Design pipe_ctrl, sky130hd; sources not shown.
Fig. 1: run 1, routing congestion
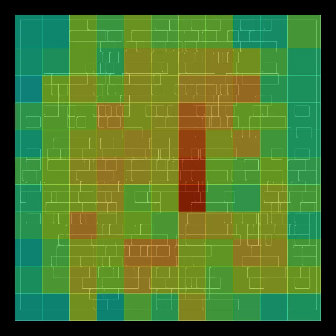
Global Route met3 Usage: 4.00%
Final Util: 48.6%
GRT busiest layer: met2
DR WL/cell: 14.2 um

Fig. 2: run 1, placement density heat map
The die is cut into 8 by 8 equal tiles; black is low, pale yellow is high, 0 to 100% covered.
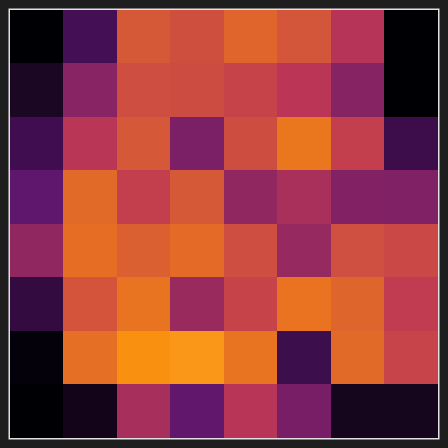
The mean over all tiles is 43%. 3.1% of the tiles are over 75% full. The fullest tile reaches 77%. 7.8% of the tiles are nearly empty.
Core ar.: 0.00551 mm2
Initial Util: 36.1%

Fig. 3: run 1, placement by cell class
Scale bar: 20 um. Fill, decap, tap and diode cells in grey.
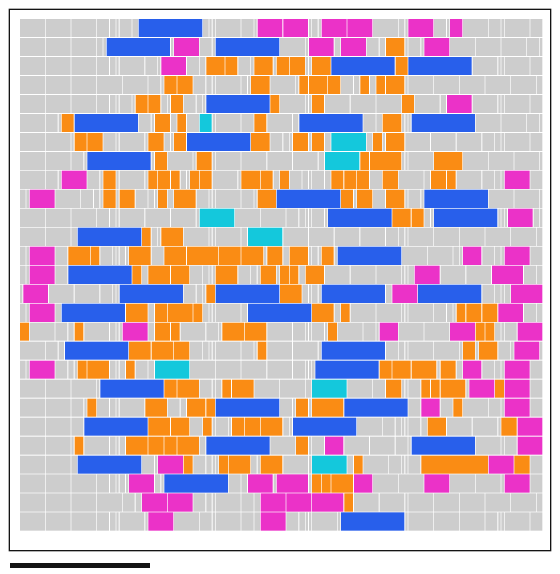
Key: orange = remaining logic cells [cells 161, share of their area 39%]; magenta = remaining buffers and delay cells [cells 57, share of their area 22%]; cyan = clock drivers and dummy loads [cells 8, share of their area 3.9%]; blue = registers [cells 37, share of their area 36%]
Cell Rows: 27
sequential share of cell area: 34.6%
fin area: 0.00268 mm2

==> results_slide.txt, run 1 <==
Synthesis and Place & Route Summary

Layout
  • Max reg flops: 32
  • Most frequent logic cell in the layout: clkdlybuf4s50_1
  • Share of cells above drive strength 1: 8.37%
  • Non-Clock Buffer Count: 57
  • Inverters: 9
  • Clk cell area share: 3.79%
  • Layout sequential cell count: 37
  • Fraction of area in non-clock buffers: 20.9%
  • Register area: 926 um2

Detailed routing
  • Routed Antenna Nets: 0
  • Vias: 1790
  • Drt first pass iters: 4
  • # DRC: 0
  • Starting DRT DRC Count: 117

Power
  • VDD IR-drop max: 142 uV
  • Leak: 1.08 nW
  • Comb pwr: 0.000109 W
  • Comb power frac: 12.6%
  • Net switching fraction of the power: 25.7%
  • Switching component of the power: 0.000222 W
  • P_clk: 0.000323 W

Die
  • # Taps: 72

STA
  • Hold Vio Cnt, Final: 0
  • Slew Limit Headroom: 44.9%
  • Worst Tran Pin Value: 0.827 ns

Yosys
  • Synthesis area per yosys: 0.00199 mm2
  • Ys cells: 211
  • Async set-reset flop share out of synthesis: 100%
  • Synth Seq Share: 46.5%
  • Mapped cell area: 0.00199 mm2
  • Dominant cell type by area after synthesis: dfrtp_1
  • Syn Inst Count: 211
  • Ys flop type: dfrtp_1
  • Post-synth EDFFs: 0

GRT
  • Global-route wire length before repair: 7.66 mm
  • Largest net degree at the start of global routing: 38

CTS
  • Clock Tree Buf Depth: 2
  • Post_cts resized: 0
  • Worst skew pair latency: 0.29 ns
  • CTS sink cnt: 37

Placed design
  • GPL Wtd Cong: 0.781
  • DP Area: 0.00256 mm2
  • IO buf count: 51

Run
  • Max Cap Viol: 0

Worst setup path
  • Critical path peak fanout: 3
  • Reg2reg setup slack: 1.32 ns
  • Critical path endpoint category: primary output

Status
  • Status: complete, no violations

Min path
  • Hold Path Stages: 2
## run 1: metal layers
layer / track usage (%) / wire, um
met1: 22.6 / 2290
met2: 25.1 / 2120
met3: 4.00 / 280
met4: 5.09 / 55
met5: 0 / 0
## run 1: logic make-up (layout without fill, tap and decap cells)
group                    Yosys count  after routing  share of synthesized area [%]
XOR/XNOR                          16             16                           7.04
AND-OR/OR-AND                     51             51                           18.3
adder cells (fa/ha/maj)            1              1                          0.629
buffers and inverters             22             74                           4.97
AND/OR/NAND/NOR                   81             81                           21.6
flip-flops                        37             37                           46.5
multiplexers                       1              1                          0.566
other                              2              2                          0.377
## run 1: critical path, cell delays in order
cell             delay [ns]
clkdlybuf4s50_1        0.39
or3_1                  0.38
nand2b_1               0.13
a311o_1                0.20
clkdlybuf4s50_1        0.61
Fig. 4: run 1, sequential cells grouped by signal name
Scale bar: 20 um. Other sequential cells in the stronger grey, the rest of the logic in the fainter grey.
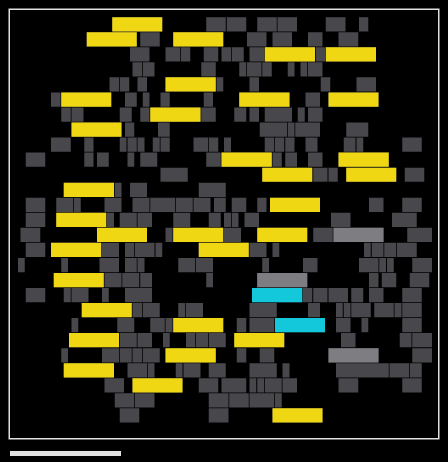

==> run 2, diff against run 1 <==
CELL_PAD_IN_SITES_DETAIL_PLACEMENT = 1   (was unset)
CELL_PAD_IN_SITES_GLOBAL_PLACEMENT = 1   (was unset)
PLACE_DENSITY_LB_ADDON = 0.1   (was unset)
Fig. 5: run 2, sequential cells grouped by signal name
Scale bar: 20 um. Other sequential cells in the stronger grey, the rest of the logic in the fainter grey.
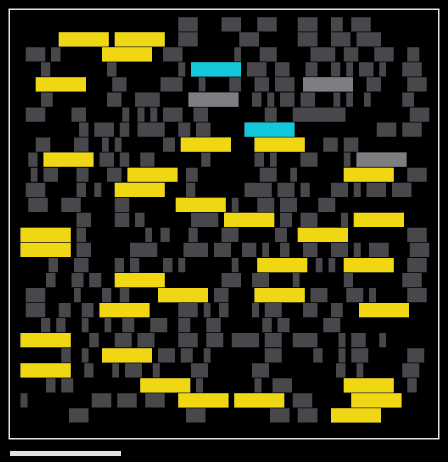
Key: cyan = i_state_q [flops 2]; yellow = stall_cycles [flops 32, where widely spread]
Final Util: 48.5%
Seq group: 0.000432 W
register area: 926 um2

Fig. 6: run 2, placement density heat map
The die is cut into 8 by 8 equal tiles; black is low, pale yellow is high, 0 to 100% covered.
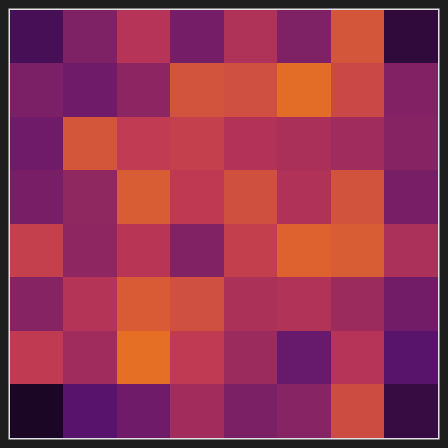
The mean over all tiles is 43%. The fullest tile reaches 66%.

Fig. 7: run 2, signal wires by layer
Scale bar: 20 um. Two of the layers only.
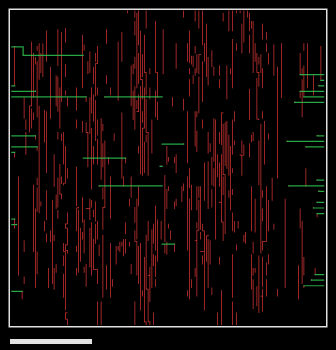
Key: red = M2 [wire length 2430 um]; green = M3 [wire length 177 um]
GRT Overall Usage: 18.7%
DR WL/cell: 15.0 um

==> results_slide.txt, run 2 <==
Synthesis and Place & Route Summary

Status
  • Status: complete, no violations

Layout
  • Fin area: 0.00267 mm2
  • Inverters: 9
  • Clk cell area share: 3.09%
  • Fraction of area in non-clock buffers: 21.5%
  • Non-filler instance count after layout: 338
  • Non-Clock Buffer Count: 60
  • Layout sequential cell count: 37
  • Multi-input gate count: 152
  • Most frequent logic cell in the layout: clkdlybuf4s50_1
  • Sequential share of cell area: 34.7%
  • Max reg flops: 32
  • Share of cells above drive strength 1: 9.02%

Min path
  • Hold Path Stages: 2

Yosys
  • Synth Net Count: 222
  • Syn Inst Count: 211
  • Post-synth EDFFs: 0
  • Dominant cell type by area after synthesis: dfrtp_1
  • Synth Seq Share: 46.5%
  • Mapped cell area: 0.00199 mm2
  • Synthesis area per yosys: 0.00199 mm2
  • Async set-reset flop share out of synthesis: 100%
  • Ys cells: 211
  • Ys flop type: dfrtp_1

Die
  • Cell Rows: 27
  • Die W: 77.4 um
  • Core ar.: 0.00551 mm2
  • Initial Util: 36.1%
  • # Taps: 72

STA
  • Worst Setup Slack, final: 0.102 ns
  • Worst Tran Pin Value: 0.861 ns
  • Hold Vio Cnt, Final: 0
  • Final setup fails: 0
  • Slew Limit Headroom: 42.6%
  • Fmax: 0.286 GHz
  • Slew Viols, Final: 0

CTS
  • Postcts setup bufs: 0
  • Worst skew pair latency: 0.29 ns
  • Worst-path clk slew: 0.08 ns
  • CTS sink cnt: 37
  • Post_cts resized: 3
  • Clock Tree Buf Depth: 2

Power
  • Comb power frac: 13.2%
  • Leak: 1.07 nW
  • Pwr Density: 308 mW/mm2
  • Internal power: 0.000603 W
  • Part of the power in registers: 52.4%
  • VDD IR-drop max: 145 uV
  • Switching component of the power: 0.000221 W
  • Comb pwr: 0.000109 W
  • Net switching fraction of the power: 26.8%
  • P_clk: 0.000283 W

GRT
  • Global Route met3 Usage: 3.65%
  • Met2 Usage GRT: 31.2%
  • GRT busiest layer: met2
  • Global-route wire length before repair: 8.82 mm
  • Largest net degree at the start of global routing: 38
  • Met1 usage: 24.3%

Detailed routing
  • Routed wl met2: 2.43 mm
  • Top Metal Used: met4
  • Starting DRT DRC Count: 84
  • DRT met1 WL: 2.42 mm
  • Drt first pass iters: 4
  • Routed Antenna Nets: 0
  • # DRC: 0
  • Post-Route WL: 5.08 mm
  • WL met3: 176 um
  • Vias: 1806

Run
  • Max Cap Viol: 0

Placed design
  • IO buf count: 51
  • GPL Wtd Cong: 0.785
  • DP Area: 0.00259 mm2

Worst setup path
  • Reg2reg setup slack: 1.39 ns
  • Critical path peak fanout: 3
  • Critical path endpoint category: primary output
  • Setup crit start kind: input pin
==> run 2: cell counts after synthesis <==
Identical to the previous run, type by type.
==> run 2: worst max-delay path, cell delays in order <==
cell and delay, ns:
clkdlybuf4s50_1 0.39, or3_1 0.39, nand2b_1 0.11, buf_4 0.13, buf_4 0.10, inv_1 0.04
clkdlybuf4s50_1 0.54
==> run 2: kinds of logic (layout without fill, tap and decap cells) <==
family	after synthesis	in the layout	share of synthesized area, %
DFF	37	37	46.5
adders and majority gates	1	1	0.629
AOI/OAI and AO/OA	51	51	18.3
muxes	1	1	0.566
other	2	2	0.377
xor gates and xnor gates	16	16	7.04
buffers and inverters	22	77	4.97
and+or+nand+nor	81	81	21.6
Power figures rest on the tool's default switching activity, not on a simulated workload.
